==> config.mk <==
export PLATFORM = sky130hd
export DESIGN_NAME = matrix_result_streamer
export DESIGN_NICKNAME = d
export VERILOG_FILES = /design/src/rtl/matrix_result_streamer.sv
export SDC_FILE = /design/constraint.sdc
export NUM_CORES = 1
export LEC_CHECK = 0
export ABC_CLOCK_PERIOD_IN_PS = 5600
export CAP_MARGIN = 20
export CORE_UTILIZATION = 50
export DETAILED_ROUTE_END_ITERATION = 16
export GPL_ROUTABILITY_DRIVEN = 0
export PLACE_DENSITY = 0.79
export SETUP_SLACK_MARGIN = 0.02
export SLEW_MARGIN = 20
export SYNTH_ARGS = -nofsm -noshare
export SYNTH_HDL_FRONTEND = slang
export SYNTH_SLANG_ARGS = --single-unit
==> constraint.sdc <==
create_clock -name clk -period 5.6 [get_ports clk]
set_input_delay 0.56 -clock clk [delete_from_list [all_inputs] [get_ports clk]]
set_output_delay 0.56 -clock clk [all_outputs]
set_load 0.05 [all_outputs]
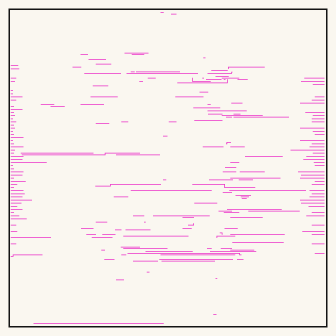
Run 1: signal wires on met3
longest straight run: 56.4 um
share of all routed wire: 7.2%
total via count in the routed design: 7132
wirelength, routed: 23900 um

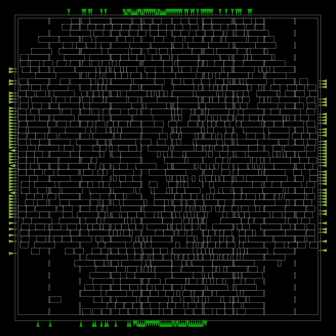
Run 1: placement view
area of the core region: 18000 um2
sequential cells: 191
std cell rows: 49
Util after Layout: 65.9%

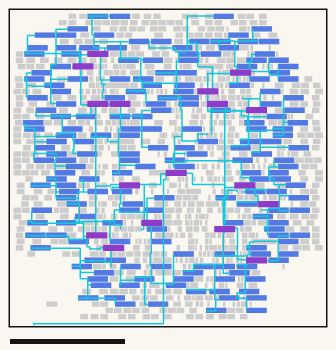
Run 1: clock network drawn from the DEF
Scale bar: 50 um.
[flip-flops] blue | count: 191
[clock-net drivers] purple | count: 17
[clock wires] cyan | length: 2200 um
routed clock nets: 18
reported clock group power: 1.30 mW
clock tree skew after final layout: 0.00576 ns
Clock power frac: 19.0%

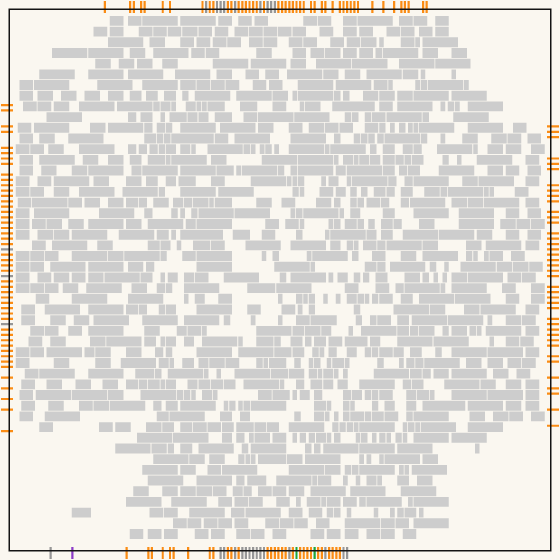
Run 1: I/O pins on the die edge
Pins as bars across the die edge, other pins in gray.
[`i_result_flat`] orange | pins: 162 | direction: input | edge: 47 left, 46 top, 40 right, 29 bottom
[`o_out_col`] green | pins: 2 | direction: output | edge: bottom
[`rst`] purple | pins: 1 | direction: input | edge: bottom
port buffer count: 191
vertical extent of the die: 137 um
die width: 137 um

==> notes.md, run 1 <==
The synthesis and place-and-route flow finished, so here is a summary.

The yosys cell count is between 800 and 900. The fill cell total of the finished layout is ~1400. The register-to-register path setup slack came out at ~2.3 ns.

The proportion of register bits with asynchronous set or reset after synthesis is 100%. The deepest level of the CTS H-tree is 4. In the final routing, the length of wire on met1 measures ~11000 um. The max-cap check violation count came out at 0. In the log, the iteration count for the first detailed-route pass is 7.

The cell depth of the worst flop-to-flop path is 6. The transition at the pin with the smallest max-transition slack is between 1 and 1.5 ns. The share of power burned in registers is between 30% and 40%. The post-synthesis instance area is 9170 um2. The number of buffers added for setup after CTS came out at 0. The remaining global-route overflow is 0. The largest individual stage delay along the critical path comes from the cell sky130_fd_sc_hd__a21oi_2.

The period utilization came out at 59.4%. STA on the placed design reports a worst setup slack of approximately 2.2 ns. The run finished with clean final reports. The number of hold violations in the final report came out at 0. The first routing iteration left between 800 and 900 violations.

The via count of the first global-routing pass came out at 6917. The critical path launch point type is a register. The clock period minus final worst setup slack came out at between 3 and 4 ns.

The fraction of the mapped netlist area in compound gates is ~20%. The met1 layer usage reported by global route came out at 39.5%. The highest-utilization routing layer at the global route stage is met1. Setup total negative slack on the finished layout was measured at 0 ns. The count of library flops with an enable pin came out at 0. The area share of fa/ha/maj cells after synthesis is 0.682%. Of the combinational cells, the family taking the most area is AND-OR/OR-AND gates.

The share of synthesized area occupied by flip-flops and latches came out at 52.1%. The total routing usage reported by global routing is a little over a quarter. Per the post-synthesis report, the nets total roughly 980. The area fraction in xor and xnor cells came out at 0.287%.

The required arrival time at the worst endpoint is about 6.0 ns. The cell leakage power is 4.85 nW. The combinational group power is around 3 mW. The skew report gives the latency at the later pin of the worst-skew pair as roughly 0.43 ns.

The final critical-path setup slack came out at between 2 and 2.5 ns. The worst hold-check path type is input pin to async pin.
==> run 1: metrics by stage <==
stage / cell area (um2) / std cells / power (mW) / util [%] / hold WS, ns
after detailed placement: 11200 / 1179 / 5.48 / 62.3 / 0.497
after CTS: 11800 / 1210 / 6.80 / 65.8 / 0.120
after global routing: 11800 / 1210 / 7.22 / 65.9 / 0.140
final: 11800 / 1211 / 6.82 / 65.9 / 0.111
after floorplan: 9170 / 813 / 4.55 / - / 0.264
after global placement: 11200 / 1179 / 5.39 / 62.3 / 0.489
==> run 1: layout make-up <==
| cell class | instances | share of cell area (%) |
|---|---|---|
| Antenna cell | 1 | 0.0211 |
| Clock buffer | 19 | 3.74 |
| Clock inverter | 12 | 1.54 |
| Inverter | 45 | 1.43 |
| Multi-Input combinational cell | 512 | 33.4 |
| Sequential cell | 191 | 40.4 |
| Tap cell | 229 | 2.42 |
| Timing Repair Buffer | 202 | 17.1 |
==> run 1: cell usage after synthesis, types with 5 or more instances <==
cell type and n:
sky130_fd_sc_hd__buf_2 15, sky130_fd_sc_hd__and3_1 18, sky130_fd_sc_hd__a221oi_1 20, sky130_fd_sc_hd__a222oi_1 16
sky130_fd_sc_hd__o211ai_1 21, sky130_fd_sc_hd__ha_1 5, sky130_fd_sc_hd__a21oi_1 28, sky130_fd_sc_hd__o31ai_1 17
sky130_fd_sc_hd__a22o_1 17, sky130_fd_sc_hd__clkbuf_1 40, sky130_fd_sc_hd__inv_1 45, sky130_fd_sc_hd__dfrtp_1 191
sky130_fd_sc_hd__o21ai_0 76, sky130_fd_sc_hd__a221o_1 17, sky130_fd_sc_hd__nand2_1 65, sky130_fd_sc_hd__o211ai_2 10
sky130_fd_sc_hd__nor2_1 16, sky130_fd_sc_hd__nor2b_1 20, sky130_fd_sc_hd__mux2_2 124
Run 1, cell density map:
The die is cut into 14 by 14 equal tiles; white is low, dark blue is high, 0 to 100% covered.
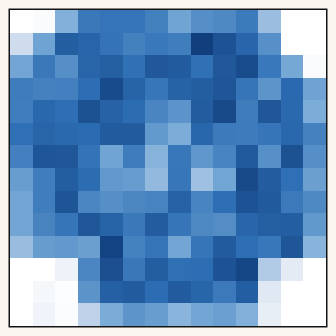

==> run 1 -> run 2 <==
ABC_CLOCK_PERIOD_IN_PS = 2940   (was 5600)
CORE_UTILIZATION = 47   (was 50)
PLACE_DENSITY = 0.78   (was 0.79)
clock period = 2.94 ns   (was 5.6 ns; I/O delays follow)
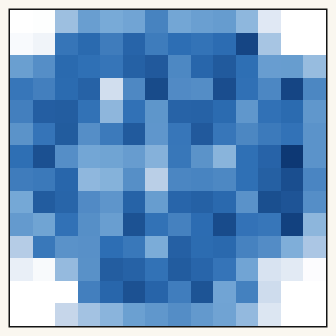
Run 2: cell density map
The die is cut into 14 by 14 equal tiles; white is low, dark blue is high, 0 to 100% covered.
nearly empty tiles: 8.2%
fullest tile: 97%
mean over tiles: 59%
Util after Layout: 63.9%
area of the core region: 18900 um2
fraction of the core area occupied by cells at floorplan: 48.5%

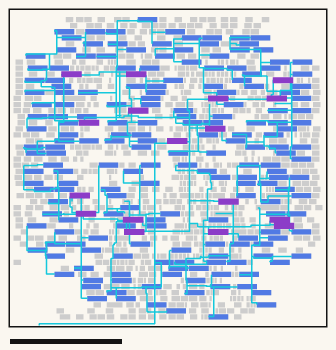
Run 2: clock network drawn from the DEF
Scale bar: 50 um.
[clock-net drivers] purple | count: 17
[clock wires] cyan | length: 2300 um
[flip-flops] blue | count: 191
routed clock nets: 18
flops lie: all over the die
reported clock group power: 2.51 mW
clock tree skew after final layout: 0.0103 ns
Skew-Pair Late Insertion Delay: 0.44 ns
Clock power frac: 18.9%

==> run 2 against run 1 <==
Effect of this change:
- utilization shrank 2.0 points
- fmax grew 30%
- hold slack gained 0.26 ns
- design area grew 2.0%
- die size grew 6.3%
- global-route usage shrank 0.52 points
- combinational power grew 98%
- clock-buffer cell count is the same
- largest cell class unchanged
- highest routed layer unchanged
==> notes.md, run 2 <==
The synthesis and place-and-route flow finished, so here is a summary.

The number of core rows is around 50. For the final routed database, the setup TNS stands at 0 ns. The register-to-register path setup slack is ~0.38 ns. The post-synthesis instance area came out at 9170 um2. At the worst endpoint, the required time is roughly 3.2 ns. The die boundary height is between 100 and 150 um. The repair_antennas step left the layout with diodes totalling 0. The final timing summary puts the cycle share of the worst path at around 87%. The total routing usage reported by global routing came out at around 26%.

The number of buffers added for setup after CTS came out at 0. The run finished with clean final reports. The number of hold violations in the final report is 0. The remaining global-route overflow came out at 0. The setup slack at placement came out at 0.289 ns.

Looking at the critical path, the single cell with the biggest stage delay is sky130_fd_sc_hd__or4_1. The final cell count without fillers is 1265. In this run the worst hold path is classified as input pin to async pin. The initial DRC count came out at 564.

Buffers placed on the I/O ports in this run total about 190. The clock period minus final worst setup slack came out at ~2.6 ns. The deepest level of the CTS H-tree is 4. The post-route total power is about 13 mW.

Counting flops with an async set or reset pin after synthesis yields a share of 100%. The net count of the mapped netlist is 984. Max-cap violations in this run came to 0. The die is about 140 um wide.

The most frequent cell after synthesis is sky130_fd_sc_hd__dfrtp_1. Across all layers, the routed design uses between 7000 and 8000 vias. In the synthesized netlist the dominant register cell turns out to be sky130_fd_sc_hd__dfrtp_1. The yosys cell count came out at between 800 and 900. The switching power share of the total came out at between 30% and 40%. STA classifies the critical path startpoint as a register. After detailed placement, the design holds a cell count of roughly 1200.

Fill cells in the final layout number approximately 1500. The detailed router put a total of about 12000 um of wire on met1. The count of buffering cells on the critical path with inverters included is 0. The maximum number of pins on one net before global-route repair is about 71. The share of power burned in registers came out at between 30% and 40%. For this block, the routed nets add up to between 20000 and 30000 um of wire.

The transition at the pin with the smallest max-transition slack came out at around 0.63 ns. The first detailed-routing pass ran for 5 iterations.
-- run 2: cell counts after synthesis --
Identical to the previous run, type by type.
-- run 2: cells by family after synthesis --
| group | Yosys count | share of synthesized area (%) |
|---|---|---|
| AOI/OAI and AO/OA | 244 | 19.4 |
| and+or+nand+nor | 136 | 7.19 |
| muxes | 124 | 15.2 |
| adders and majority gates | 5 | 0.682 |
| DFF | 191 | 52.1 |
| buffers and inverters | 110 | 5.04 |
| xor gates and xnor gates | 3 | 0.287 |
-- run 2: cell type report --
type                            instances  area [um2]  area share (%)
Clock inverter                         13         183            1.51
Tap cell                              260         325            2.69
Multi-Input combinational cell        512        3940            32.6
Clock buffer                           19         453            3.75
Sequential cell                       191        4780            39.6
Timing Repair Buffer                  225        2220            18.4
Inverter                               45         169            1.40
-- run 2: through the flow --
step | hold WS [ns] | util (%) | area, um2
final | 0.374 | 63.9 | 12100
after global routing | 0.391 | 63.9 | 12100
after CTS | 0.384 | 63.9 | 12100
after detailed placement | 0.287 | 60.5 | 11400
after global placement | 0.292 | 60.5 | 11400
after floorplan | -0.00159 | - | 9170
-- run 2: power groups by stage --
stage | clock, mW | combinational, mW | sequential (mW)
floorplan | 0 | 3.68 | 4.99
global placement | 0 | 5.67 | 4.84
detailed placement | 0 | 5.79 | 4.86
CTS | 2.54 | 5.82 | 4.84
global route | 2.66 | 6.32 | 5.00
finish | 2.51 | 5.87 | 4.87
-- run 2: routing by layer --
| layer | up-vias | track usage [%] |
|---|---|---|
| met2 | 329 | 36.0 |
| met4 | 0 | 6.73 |
| met3 | 29 | 6.88 |
| met1 | 3519 | 39.3 |
| li1 | 3350 | - |
| met5 | - | 0 |
-- run 2: repair_timing --
action | CTS | global route
hold buffers | 1 | 0
endpoints found under the setup margin | 0 | 0
resized | 0 | 0
endpoints found under the hold margin | 51 | 0
No activity file was given, so power comes from the tool's default toggle rates.
